===== config.mk =====
export PLATFORM = sky130hd
export DESIGN_NAME = mem_arbiter
export DESIGN_NICKNAME = d
export VERILOG_FILES = /design/src/rtl/mem_arbiter.sv
export SDC_FILE = /design/constraint.sdc
export NUM_CORES = 1
export LEC_CHECK = 0
export ABC_CLOCK_PERIOD_IN_PS = 2150
export CAP_MARGIN = 5
export CELL_PAD_IN_SITES_DETAIL_PLACEMENT = 2
export CELL_PAD_IN_SITES_GLOBAL_PLACEMENT = 2
export CORE_ASPECT_RATIO = 0.75
export CORE_MARGIN = 1
export CORE_UTILIZATION = 25
export CTS_BUF_LIST = sky130_fd_sc_hd__clkbuf_4
export DETAILED_ROUTE_END_ITERATION = 8
export PLACE_DENSITY = 0.91
export SLEW_MARGIN = 20
export SYNTH_ARGS = -nofsm -noshare
export SYNTH_HDL_FRONTEND = slang
export SYNTH_SLANG_ARGS = --single-unit
export TNS_END_PERCENT = 100

===== constraint.sdc =====
create_clock -name clk -period 2.15 [get_ports clk]
set_input_delay 0.3225 -clock clk [delete_from_list [all_inputs] [get_ports clk]]
set_output_delay 0.3225 -clock clk [all_outputs]
set_load 0.01 [all_outputs]

===== src/rtl/mem_arbiter.sv =====
// Single-port line-memory arbiter for I-fill, D-fill and D victim write-back.
// One memory command is outstanding at a time; each requester gets a completion pulse.
module mem_arbiter #(
  parameter int LINE_BITS = 128,
  parameter int ADDR_BITS = 10,
  parameter int TIMEOUT   = 64
) (
  input  logic                 clk,
  input  logic                 rst,
  input  logic                 Ic_mem_req,
  input  logic [ADDR_BITS-1:0] Ic_mem_addr,
  output logic [LINE_BITS-1:0] F_mem_inst,
  output logic                 F_mem_valid,
  input  logic                 Dc_mem_req,
  input  logic [ADDR_BITS-1:0] Dc_mem_addr,
  output logic [LINE_BITS-1:0] MEM_data_line,
  output logic                 MEM_mem_valid,
  input  logic                 Dc_wb_we,
  input  logic [ADDR_BITS-1:0] Dc_wb_addr,
  input  logic [LINE_BITS-1:0] Dc_wb_wline,
  output logic                 Dc_wb_ack,
  output logic                 Arb_mem_req,
  output logic                 Arb_mem_we,
  output logic [ADDR_BITS-1:0] Arb_mem_addr,
  output logic [LINE_BITS-1:0] Arb_mem_wline,
  input  logic [LINE_BITS-1:0] Mem_rline,
  input  logic                 Mem_valid,
  output logic [1:0]           Arb_grant,
  output logic                 Arb_err
);

  localparam int CNT_W = $clog2(TIMEOUT + 1);
  localparam logic [1:0] OWN_NONE = 2'd0;
  localparam logic [1:0] OWN_I    = 2'd1;
  localparam logic [1:0] OWN_D    = 2'd2;
  localparam logic [1:0] OWN_WB   = 2'd3;

  typedef enum logic [1:0] {IDLE, ISSUE, WAIT, RESP} state_t;

  state_t               state_q, state_d;
  logic [1:0]           owner_q, owner_d;
  logic [ADDR_BITS-1:0] addr_q, addr_d;
  logic                 we_q, we_d;
  logic [LINE_BITS-1:0] wline_q, wline_d;
  logic                 last_d_q, last_d_d;
  logic [CNT_W-1:0]     cnt_q, cnt_d;
  logic                 err_q, err_d;
  logic [LINE_BITS-1:0] iline_q, iline_d;
  logic [LINE_BITS-1:0] dline_q, dline_d;
  logic [1:0]           mask_q, mask_d;

  logic                 wb_ok, i_ok, d_ok;
  logic [1:0]           grant;

  // mask_q is non-zero only in the first IDLE cycle after RESP
  assign wb_ok = Dc_wb_we   && (mask_q != OWN_WB);
  assign i_ok  = Ic_mem_req && (mask_q != OWN_I);
  assign d_ok  = Dc_mem_req && (mask_q != OWN_D);

  always_comb begin
    state_d  = state_q;
    owner_d  = owner_q;
    addr_d   = addr_q;
    we_d     = we_q;
    wline_d  = wline_q;
    last_d_d = last_d_q;
    cnt_d    = cnt_q;
    err_d    = err_q;
    iline_d  = iline_q;
    dline_d  = dline_q;
    mask_d   = OWN_NONE;
    grant    = OWN_NONE;

    case (state_q)
      IDLE: begin
        if (wb_ok) begin
          grant = OWN_WB;
        end else if (i_ok && d_ok) begin
          grant = last_d_q ? OWN_I : OWN_D;
        end else if (i_ok) begin
          grant = OWN_I;
        end else if (d_ok) begin
          grant = OWN_D;
        end
        if (grant != OWN_NONE) begin
          owner_d = grant;
          we_d    = (grant == OWN_WB);
          wline_d = (grant == OWN_WB) ? Dc_wb_wline : '0;
          case (grant)
            OWN_WB:  addr_d = Dc_wb_addr;
            OWN_I:   addr_d = Ic_mem_addr;
            default: addr_d = Dc_mem_addr;
          endcase
          state_d = ISSUE;
        end
      end
      ISSUE: begin
        cnt_d   = '0;
        state_d = WAIT;
      end
      WAIT: begin
        if (Mem_valid) begin
          if (owner_q == OWN_I) iline_d = Mem_rline;
          if (owner_q == OWN_D) dline_d = Mem_rline;
          state_d = RESP;
        end else begin
          cnt_d = cnt_q + CNT_W'(1);
          if (cnt_q == CNT_W'(TIMEOUT - 1)) begin
            // watchdog: complete the stuck transaction with a zero line
            err_d = 1'b1;
            if (owner_q == OWN_I) iline_d = '0;
            if (owner_q == OWN_D) dline_d = '0;
            state_d = RESP;
          end
        end
      end
      RESP: begin
        mask_d = owner_q;
        if (owner_q == OWN_I) last_d_d = 1'b0;
        if (owner_q == OWN_D) last_d_d = 1'b1;
        state_d = IDLE;
      end
      default: state_d = IDLE;
    endcase
  end

  always_ff @(posedge clk) begin
    if (!rst) begin
      state_q  <= IDLE;
      owner_q  <= OWN_NONE;
      addr_q   <= '0;
      we_q     <= 1'b0;
      wline_q  <= '0;
      last_d_q <= 1'b1;
      cnt_q    <= '0;
      err_q    <= 1'b0;
      iline_q  <= '0;
      dline_q  <= '0;
      mask_q   <= OWN_NONE;
    end else begin
      state_q  <= state_d;
      owner_q  <= owner_d;
      addr_q   <= addr_d;
      we_q     <= we_d;
      wline_q  <= wline_d;
      last_d_q <= last_d_d;
      cnt_q    <= cnt_d;
      err_q    <= err_d;
      iline_q  <= iline_d;
      dline_q  <= dline_d;
      mask_q   <= mask_d;
    end
  end

  assign Arb_mem_req   = (state_q == ISSUE);
  assign Arb_mem_we    = Arb_mem_req && we_q;
  assign Arb_mem_addr  = Arb_mem_req ? addr_q : '0;
  assign Arb_mem_wline = Arb_mem_req ? wline_q : '0;
  assign Arb_grant     = (state_q == IDLE) ? OWN_NONE : owner_q;
  assign F_mem_valid   = (state_q == RESP) && (owner_q == OWN_I);
  assign MEM_mem_valid = (state_q == RESP) && (owner_q == OWN_D);
  assign Dc_wb_ack     = (state_q == RESP) && (owner_q == OWN_WB);
  assign F_mem_inst    = iline_q;
  assign MEM_data_line = dline_q;
  assign Arb_err       = err_q;

endmodule


clk_routes.png
Drawn at 2 px/um.
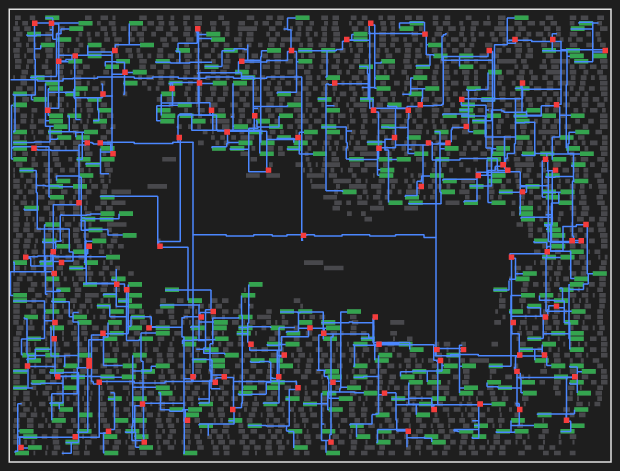
blue -> clock wires  # length 8,910 um
green -> flip-flops  # count 410
red -> clock drivers  # count 111
routed clock nets = 112
flops lie = all over the die
clock power share: 30.2%
Clock Skews: 0.07188 ns
Clk. pwr: 7.47 mW
Latency at later pin: 0.89 ns

==> run summary <==
run results: global-route wire length before repair=139,700 um, Critical Path RT=1.83 ns, final hold vios=0, initial antenna violation count=12, Antenna Cells=12, top power group=registers, count of plain and timing-repair buffers in the layout=886, worst setup margin=-0.3878 ns, non-filler cells, final=3,540, combinational group power=8.53 mW, GR Util met1=28.33%, Synth Net Count=2,031, switching share of total power=36.62%, pre-CTS setup slack=-0.1428 ns, count of final max-slew check failures=0, fill cell count=6,824, non-clock buffer share of cell area=approximately a third, Crit Path Category=reg2out, Comb/total area=28.82%, nonclk inv count=9, detailed-route wire length=~100,000 um, Worst Reg-to-Reg Cells=8, Setup Fix Bufs, Post-CTS=12, outcome=complete, but fails checks, Levels on crit path=7, Seq. pwr=about 9 mW, XOR Share, Synth=0%, distinct lib cells=39, most numerous logic cells after layout=dfxtp_1 (404), clkdlybuf4s50_1 (289), nand2_1 (265), mux2i_1 (257), dlygate4sd2_1 (257), aggregate global routing overflow=0, MUX area fraction=15.56%, Reg clk slew, reported paths=about 0.080 ns, Setup violations, final=145, I/O Buffers=693, PwrDens=886.6 nW/um2, DRC=0, multi-input logic area=around 8000 um2, unrepaired setup endpoints after global routing=yes, flops & latches, synth=410, CP top delay family=buffers and inverters, failing checks=negative setup slack, met3 global-route usage=7.648%, Synth area leaders=dfxtp_1 (49%), mux2i_1 (16%), nand2_1 (6.0%), Worst Tran Pin Value=approximately 0.53 ns, largest net degree at the start of global routing=between 100 and 150, Internal Power=15.69 mW, tapcell count=871, setup_tns=-43.66 ns, most common flop cell mapped by yosys=dfxtp_1, IO Pins=694
placement_by_type.png
Drawn at 1 px/um. Fill, decap, tap and diode cells in gray.
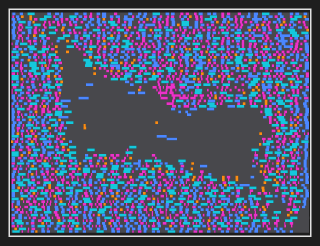
magenta -> combinational and other logic  # cells 1,169
blue -> remaining buffers and delay cells  # cells 886
cyan -> sequential cells  # cells 410
orange -> clock drivers and dummy loads  # cells 192
# rows: 81
Seq area share: 29.42%
Finished Cell Area: 27,930 um2
Core Footprint: 65,570 um2

[registers in the layout (all words and copies together), names as in the netlist]
register and flops:
F_mem_inst 128, MEM_data_line 128, wline_q 128, addr_q 10, cnt_q 7, mask_q 2
owner_q 2, state_q 2, Arb_err 1, last_d_q 1, we_q 1
[how the worst min path moves through the flow]
| stage | startpoint | cells past startpoint | end | slack, ns |
|---|---|---|---|---|
| after floorplan | addr_q[0] | 2 | addr_q[0] | 0.43 |
| after global routing | Mem_rline[12] | 3 | F_mem_inst[12] | 0.03 |
| final | Dc_wb_wline[22] | 3 | wline_q[22] | 0.12 |
| after global placement | addr_q[5] | 2 | addr_q[5] | 0.44 |
| after CTS | Dc_wb_wline[95] | 3 | wline_q[95] | 0.0008 |
| after detailed placement | F_mem_inst[0] | 2 | F_mem_inst[0] | 0.45 |
No activity file was given, so power comes from the tool's default toggle rates.
